### Signal wires on met3

Scale: 1 px per um.
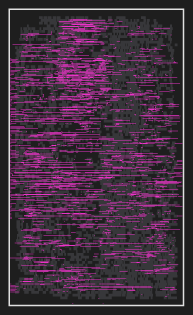
### Routed metal per tile

Scale: 1.5 px per um. The die is cut into 17 by 29 equal tiles; white is low, dark blue is high, scaled to the fullest tile. Values are wire area over tile area, all layers added.
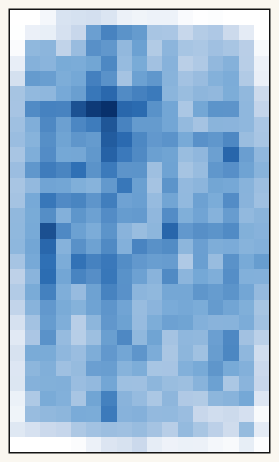
### Cells coloured by class

Scale: 2 px per um.
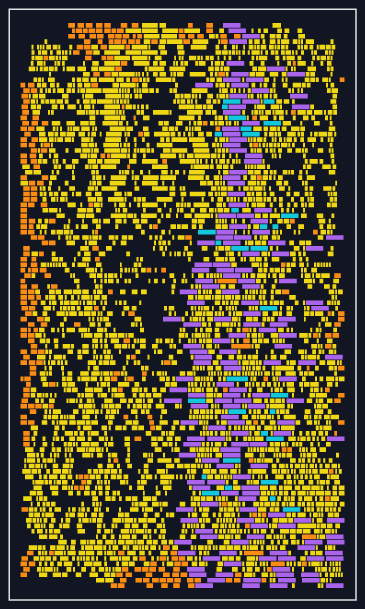
File: config.mk
export PLATFORM = sky130hd
export DESIGN_NAME = ex_stage_muldiv
export DESIGN_NICKNAME = d
export VERILOG_FILES = /design/src/rtl/ex_stage_muldiv.sv
export SDC_FILE = /design/constraint.sdc
export NUM_CORES = 1
export LEC_CHECK = 0
export CAP_MARGIN = 40
export CORE_ASPECT_RATIO = 1.75
export CORE_MARGIN = 5
export CORE_UTILIZATION = 55
export CTS_BUF_LIST = sky130_fd_sc_hd__clkbuf_4 sky130_fd_sc_hd__clkbuf_8 sky130_fd_sc_hd__clkbuf_16
export CTS_CLUSTER_DIAMETER = 40
export DETAILED_ROUTE_END_ITERATION = 10
export PLACE_DENSITY = 0.79
export SYNTH_ARGS = -nofsm -noshare
export SYNTH_HDL_FRONTEND = slang
export SYNTH_SLANG_ARGS = --single-unit
File: constraint.sdc
create_clock -name clk -period 17 [get_ports clk]
set_clock_uncertainty 0.05 [all_clocks]
set_input_delay 2.55 -clock clk [delete_from_list [all_inputs] [get_ports clk]]
set_output_delay 2.55 -clock clk [all_outputs]
set_load 0.02 [all_outputs]
File: src/rtl/ex_stage_muldiv.sv
// rtl/ex_stage_muldiv.sv - EX stage: single-cycle ALU with destination select plus
// an iterative 32-step MULT/MULTU/DIV/DIVU unit that owns HI/LO and stalls the front end.
module ex_stage_muldiv #(
  parameter int W     = 32,
  parameter int CNT_W = 6
) (
  input  logic         clk,
  input  logic         rst,
  input  logic         flush,
  input  logic         valid_in,
  input  logic [3:0]   ex_ctrl,
  input  logic [31:0]  instruction,
  input  logic [W-1:0] reg1,
  input  logic [W-1:0] reg2,
  input  logic [W-1:0] sign_extend,
  input  logic [4:0]   rt,
  input  logic [4:0]   rd,
  output logic [W-1:0] alu_result,
  output logic         zero,
  output logic [4:0]   dest_reg,
  output logic         stall,
  output logic [W-1:0] hi,
  output logic [W-1:0] lo
);

  localparam logic [5:0] F_SLL   = 6'h00;
  localparam logic [5:0] F_SRL   = 6'h02;
  localparam logic [5:0] F_SRA   = 6'h03;
  localparam logic [5:0] F_MFHI  = 6'h10;
  localparam logic [5:0] F_MFLO  = 6'h12;
  localparam logic [5:0] F_MULT  = 6'h18;
  localparam logic [5:0] F_MULTU = 6'h19;
  localparam logic [5:0] F_DIV   = 6'h1A;
  localparam logic [5:0] F_DIVU  = 6'h1B;
  localparam logic [5:0] F_ADD   = 6'h20;
  localparam logic [5:0] F_ADDU  = 6'h21;
  localparam logic [5:0] F_SUB   = 6'h22;
  localparam logic [5:0] F_SUBU  = 6'h23;
  localparam logic [5:0] F_AND   = 6'h24;
  localparam logic [5:0] F_OR    = 6'h25;
  localparam logic [5:0] F_XOR   = 6'h26;
  localparam logic [5:0] F_NOR   = 6'h27;
  localparam logic [5:0] F_SLT   = 6'h2A;
  localparam logic [5:0] F_SLTU  = 6'h2B;

  localparam logic [CNT_W-1:0] LAST_CNT = CNT_W'(W - 1);

  typedef enum logic [1:0] {S_IDLE, S_MUL, S_DIV, S_DONE} state_t;

  logic [1:0]   alu_op;
  logic [5:0]   funct;
  logic [4:0]   shamt;
  logic [W-1:0] op_b;
  logic [W-1:0] sum_ab;
  logic [W-1:0] diff_ab;
  logic         lt_signed;
  logic         lt_unsigned;
  logic         unused_bits;

  assign alu_op      = ex_ctrl[2:1];
  assign funct       = instruction[5:0];
  assign shamt       = instruction[10:6];
  assign unused_bits = ^instruction[31:11];
  assign op_b        = ex_ctrl[0] ? sign_extend : reg2;
  assign sum_ab      = reg1 + op_b;
  assign diff_ab     = reg1 - op_b;
  assign lt_signed   = $signed(reg1) < $signed(op_b);
  assign lt_unsigned = reg1 < op_b;
  assign dest_reg    = ex_ctrl[3] ? rd : rt;
  assign zero        = (alu_result == '0);

  always_comb begin
    alu_result = '0;
    case (alu_op)
      2'b00: alu_result = sum_ab;
      2'b01: alu_result = diff_ab;
      2'b11: alu_result = {{(W-1){1'b0}}, lt_signed};
      default: begin
        case (funct)
          F_ADD, F_ADDU: alu_result = sum_ab;
          F_SUB, F_SUBU: alu_result = diff_ab;
          F_AND:         alu_result = reg1 & op_b;
          F_OR:          alu_result = reg1 | op_b;
          F_XOR:         alu_result = reg1 ^ op_b;
          F_NOR:         alu_result = ~(reg1 | op_b);
          F_SLT:         alu_result = {{(W-1){1'b0}}, lt_signed};
          F_SLTU:        alu_result = {{(W-1){1'b0}}, lt_unsigned};
          F_SLL:         alu_result = reg2 << shamt;
          F_SRL:         alu_result = reg2 >> shamt;
          F_SRA:         alu_result = $signed(reg2) >>> shamt;
          F_MFHI:        alu_result = hi;
          F_MFLO:        alu_result = lo;
          default:       alu_result = '0;
        endcase
      end
    endcase
  end

  // funct bit 1 selects divide, bit 0 selects the unsigned flavour.
  logic is_md;
  logic md_div;
  logic md_signed;
  logic start;

  assign is_md     = (alu_op == 2'b10) &&
                     (funct == F_MULT || funct == F_MULTU || funct == F_DIV || funct == F_DIVU);
  assign md_div    = funct[1];
  assign md_signed = ~funct[0];

  state_t           state;
  logic [CNT_W-1:0] count;
  logic [W-1:0]     acc_hi;
  logic [W-1:0]     acc_lo;
  logic [W-1:0]     opnd;
  logic             op_div;
  logic             neg_lo;
  logic             neg_hi;
  logic             div_zero;

  assign start = valid_in & is_md & (state == S_IDLE) & ~flush;
  assign stall = ~rst & ~flush & (start | state == S_MUL | state == S_DIV);

  logic [W-1:0] abs_a;
  logic [W-1:0] abs_b;

  assign abs_a = (md_signed && reg1[W-1]) ? -reg1 : reg1;
  assign abs_b = (md_signed && reg2[W-1]) ? -reg2 : reg2;

  // acc_hi:acc_lo is the product shifting right for MUL, and remainder:dividend
  // shifting left for DIV; opnd holds the multiplicand or divisor magnitude.
  logic [W:0]     mul_sum;
  logic [W:0]     div_shift;
  logic [W:0]     div_diff;
  logic           div_ge;
  logic [W-1:0]   step_hi;
  logic [W-1:0]   step_lo;

  always_comb begin
    mul_sum   = {1'b0, acc_hi} + (acc_lo[0] ? {1'b0, opnd} : {(W+1){1'b0}});
    div_shift = {acc_hi, acc_lo[W-1]};
    div_diff  = div_shift - {1'b0, opnd};
    div_ge    = (div_shift >= {1'b0, opnd});
    if (op_div) begin
      step_hi = div_ge ? div_diff[W-1:0] : div_shift[W-1:0];
      step_lo = {acc_lo[W-2:0], div_ge};
    end else begin
      step_hi = mul_sum[W:1];
      step_lo = {mul_sum[0], acc_lo[W-1:1]};
    end
  end

  logic [2*W-1:0] prod_fix;
  logic [W-1:0]   quot_fix;
  logic [W-1:0]   rem_fix;

  assign prod_fix = neg_lo ? -{step_hi, step_lo} : {step_hi, step_lo};
  assign quot_fix = div_zero ? '1 : (neg_lo ? -step_lo : step_lo);
  assign rem_fix  = neg_hi ? -step_hi : step_hi;

  always_ff @(posedge clk or posedge rst) begin
    if (rst) begin
      state    <= S_IDLE;
      count    <= '0;
      acc_hi   <= '0;
      acc_lo   <= '0;
      opnd     <= '0;
      op_div   <= 1'b0;
      neg_lo   <= 1'b0;
      neg_hi   <= 1'b0;
      div_zero <= 1'b0;
      hi       <= '0;
      lo       <= '0;
    end else if (flush) begin
      state <= S_IDLE;
      count <= '0;
    end else begin
      case (state)
        S_IDLE: begin
          if (start) begin
            acc_hi   <= '0;
            acc_lo   <= abs_a;
            opnd     <= abs_b;
            op_div   <= md_div;
            neg_lo   <= md_signed & (reg1[W-1] ^ reg2[W-1]);
            neg_hi   <= md_signed & reg1[W-1];
            div_zero <= md_div & (reg2 == '0);
            count    <= '0;
            state    <= md_div ? S_DIV : S_MUL;
          end
        end
        S_MUL, S_DIV: begin
          acc_hi <= step_hi;
          acc_lo <= step_lo;
          count  <= count + 1'b1;
          if (count == LAST_CNT) begin
            state <= S_DONE;
            if (op_div) begin
              hi <= rem_fix;
              lo <= quot_fix;
            end else begin
              hi <= prod_fix[2*W-1:W];
              lo <= prod_fix[W-1:0];
            end
          end
        end
        default: state <= S_IDLE;
      endcase
    end
  end

endmodule

==> metrics.yaml <==
final_timing:
  period_needed_ns: 12.26
  setup_viol: 0
  hold_ws_ns: 0.473
  hold_viol_final: 0
  drv_slew: 0
  postLayoutSetupSlackWorst_ns: 4.74
  worstMarginPinSlew_ns: 1.03
  max_slew_margin: 0.309
  timing.fmax_mhz: 81.6
  rsz0062_at_grt: "no"
  tns_ns: 0
  timing.final.crit_share: 0.721
synth:
  syn_area_mm2: 0.0255
  simple_gate_area_frac: 0.199
  syn_area_per_cell_um2: 7.65
  ys_ff: 172
  postSynthSeqShare: 0.169
  top_cell_area_share: 0.169
  yosys_cells: 3329
  top_cell: "nand2_1"
  aoi_share: 0.273
  mux_area_frac: 0.128
  edf_count: 0
  fa_ha_area_frac: 0.0969
  async_flop_share: 1.00
  ys.flop_type: "dfrtp_1"
  synth-xor-area-share: 0.0705
  ys_area_mm2: 0.0255
  common_cells: "nand2_1, nor2_1, o21ai_0"
grt:
  grt_pass1_vias: 28900
  busiest_layer: "met2"
  grt_pass1_wl_mm: 185
  met1_usage: 0.482
  grt_usage: 0.480
  gr-total-overflow: 0
  antenna_found_initial: 9
  grt_max_degree: 78
  grt_util_met2: 0.786
cells_and_area:
  nNetsFinal: 3760
  fin_cells: 4018
  final_cell_mix: "nand2_1, nor2_1, o21ai_0"
  fillerInstances: 4006
  drive_gt1_frac: 0.0793
  final_common_cell: "nand2_1"
  syn2layout_area_growth_pct: 13.3
drt:
  m1WireLength_mm: 39.1
  dr_wl_met2_mm: 58.2
  top_layer_used: "met5"
  drcViolationCount: 0
  wl_per_cell_um: 31.6
  vias_per_cell: 7.29
  drtPass1Iterations: 6
  drtIter0Drc: 4007
  ant_nets: 0
  met3_length_mm: 13.3
critical_path:
  crit_family: "simple AND/OR/NAND/NOR gates"
  path_buffers: 3
  ff2ff_setup_slack_ns: 10.21
  cp_common_cell: "nor4_1"
  critPathSlowestCell: "mux2i_1"
  cp_cell_sequence: "clkdlybuf4s50_1 -> mux2i_1 -> inv_1 -> ha_1 -> nor2b_1 -> a211oi_1 -> a211oi_1 -> a221o_1 -> nor4_1 -> o221ai_1 -> or4b_1 -> nor4_1 -> nand4b_1 -> or4_1 -> or4_1 -> nor4_1 -> clkdlybuf4s50_1"
  endpoint_kind: "primary output"
  worst_ep_arrival_time_ns: 9.66
  cp_data_required_time_ns: 14.40
  crit_cells: 17
  crit_fanout: 13
  crit_path_start_kind: "input pin"
  r2r_cells: 21
  timing.rr.end: "hi[30]$_DFFE_PP0P_"
placement:
  routabilityCongestion: 1.08
  pre_cts_ws_ns: 5.05
  port_buffers: 227
  hpwlAfterDp_mm: 96.6
  placedCellCount: 3969
  post_dp_cell_area_mm2: 0.0281
job:
  warnings: 135
  cap_violations: 0
clock_network:
  cts_buffers: 17
  ctsHoldBuffers: 0
  cts-htree-levels: 4
  cts_tree: "yes"
  post-cts-setup-buffers: 0
  clock-root-buffer: "clkbuf_16"
  ctsResizeCount: 0
  cts.sinks: 172
  clk_latency_ns: 0.46
min_path:
  hold_class: "reg2reg"
  min-delay-start: "opnd[26]$_DFFE_PP0P_"
  holdPathEnd: "opnd[26]$_DFFE_PP0P_"
  whs_path_depth: 2
power:
  p_comb_frac: 0.717
  power_w: 0.00350
  power_frac_seq: 0.165
  p_leak_nw: 11.9
  switching_share: 0.559
  pg_seq_w: 0.000577
  clockPowerShare: 0.118
  power.density_mw_per_mm2: 121
  p_sw_w: 0.00196
  clock_power_w: 0.000413
  combinationalPower_w: 0.00251
  p_int_w: 0.00155
floorplanning:
  dieArea_mm2: 0.0509
  coreArea_mm2: 0.0459
  fp_util: 0.554
  die-height_um: 295
  die_w_um: 173
status:
  status: "completed"
About 'Signal wires on met3':
main direction: horizontal
share of all routed wire: 10%
longest straight run: 89.7 um
nets with wire on the layer: 809
wire length on this layer: 13,300 um
DR vias: 29,300
GR Util met3: 0.132
final WL: 127 mm

About 'Routed metal per tile':
tiles over half the peak: 39%
mean over tiles: 0.46
nearly empty tiles: 3.0%
fullest tile: 1.0

About 'Cells coloured by class':
| class | colour | cells | share of their area |
|---|---|---|---|
| flops | purple | 172 | 15% |
| other buffers and delay cells | orange | 315 | 11% |
| clock drivers and dummy loads | cyan | 31 | 2.1% |
| combinational and other logic | yellow | 2,914 | 72% |
Final Util: 0.628
post-route cell area: 0.0288 mm2
standard-cell rows: 104

## worst max-delay path by stage
stage                     startpoint  endpoint  slack [ns]
after global routing         reg2[7]      zero        4.77
after floorplan           ex_ctrl[0]      zero        6.56
after detailed placement     reg2[7]      zero        5.05
final                        reg2[7]      zero        4.74
after global placement      reg2[10]      zero        4.98
after CTS                    reg2[7]      zero        5.00
## layout make-up
cell class              count  area [um2]  area share
clock inverters            14         170     0.00590
multi-input cells        2740       19600       0.679
inverters                 174         658      0.0228
diodes                      3        7.51    0.000260
well taps                 583         729      0.0253
repair buffers            315        2970       0.103
clock buffers              17         425      0.0147
flip-flops and latches    172        4310       0.149
Power figures rest on the tool's default switching activity, not on a simulated workload.
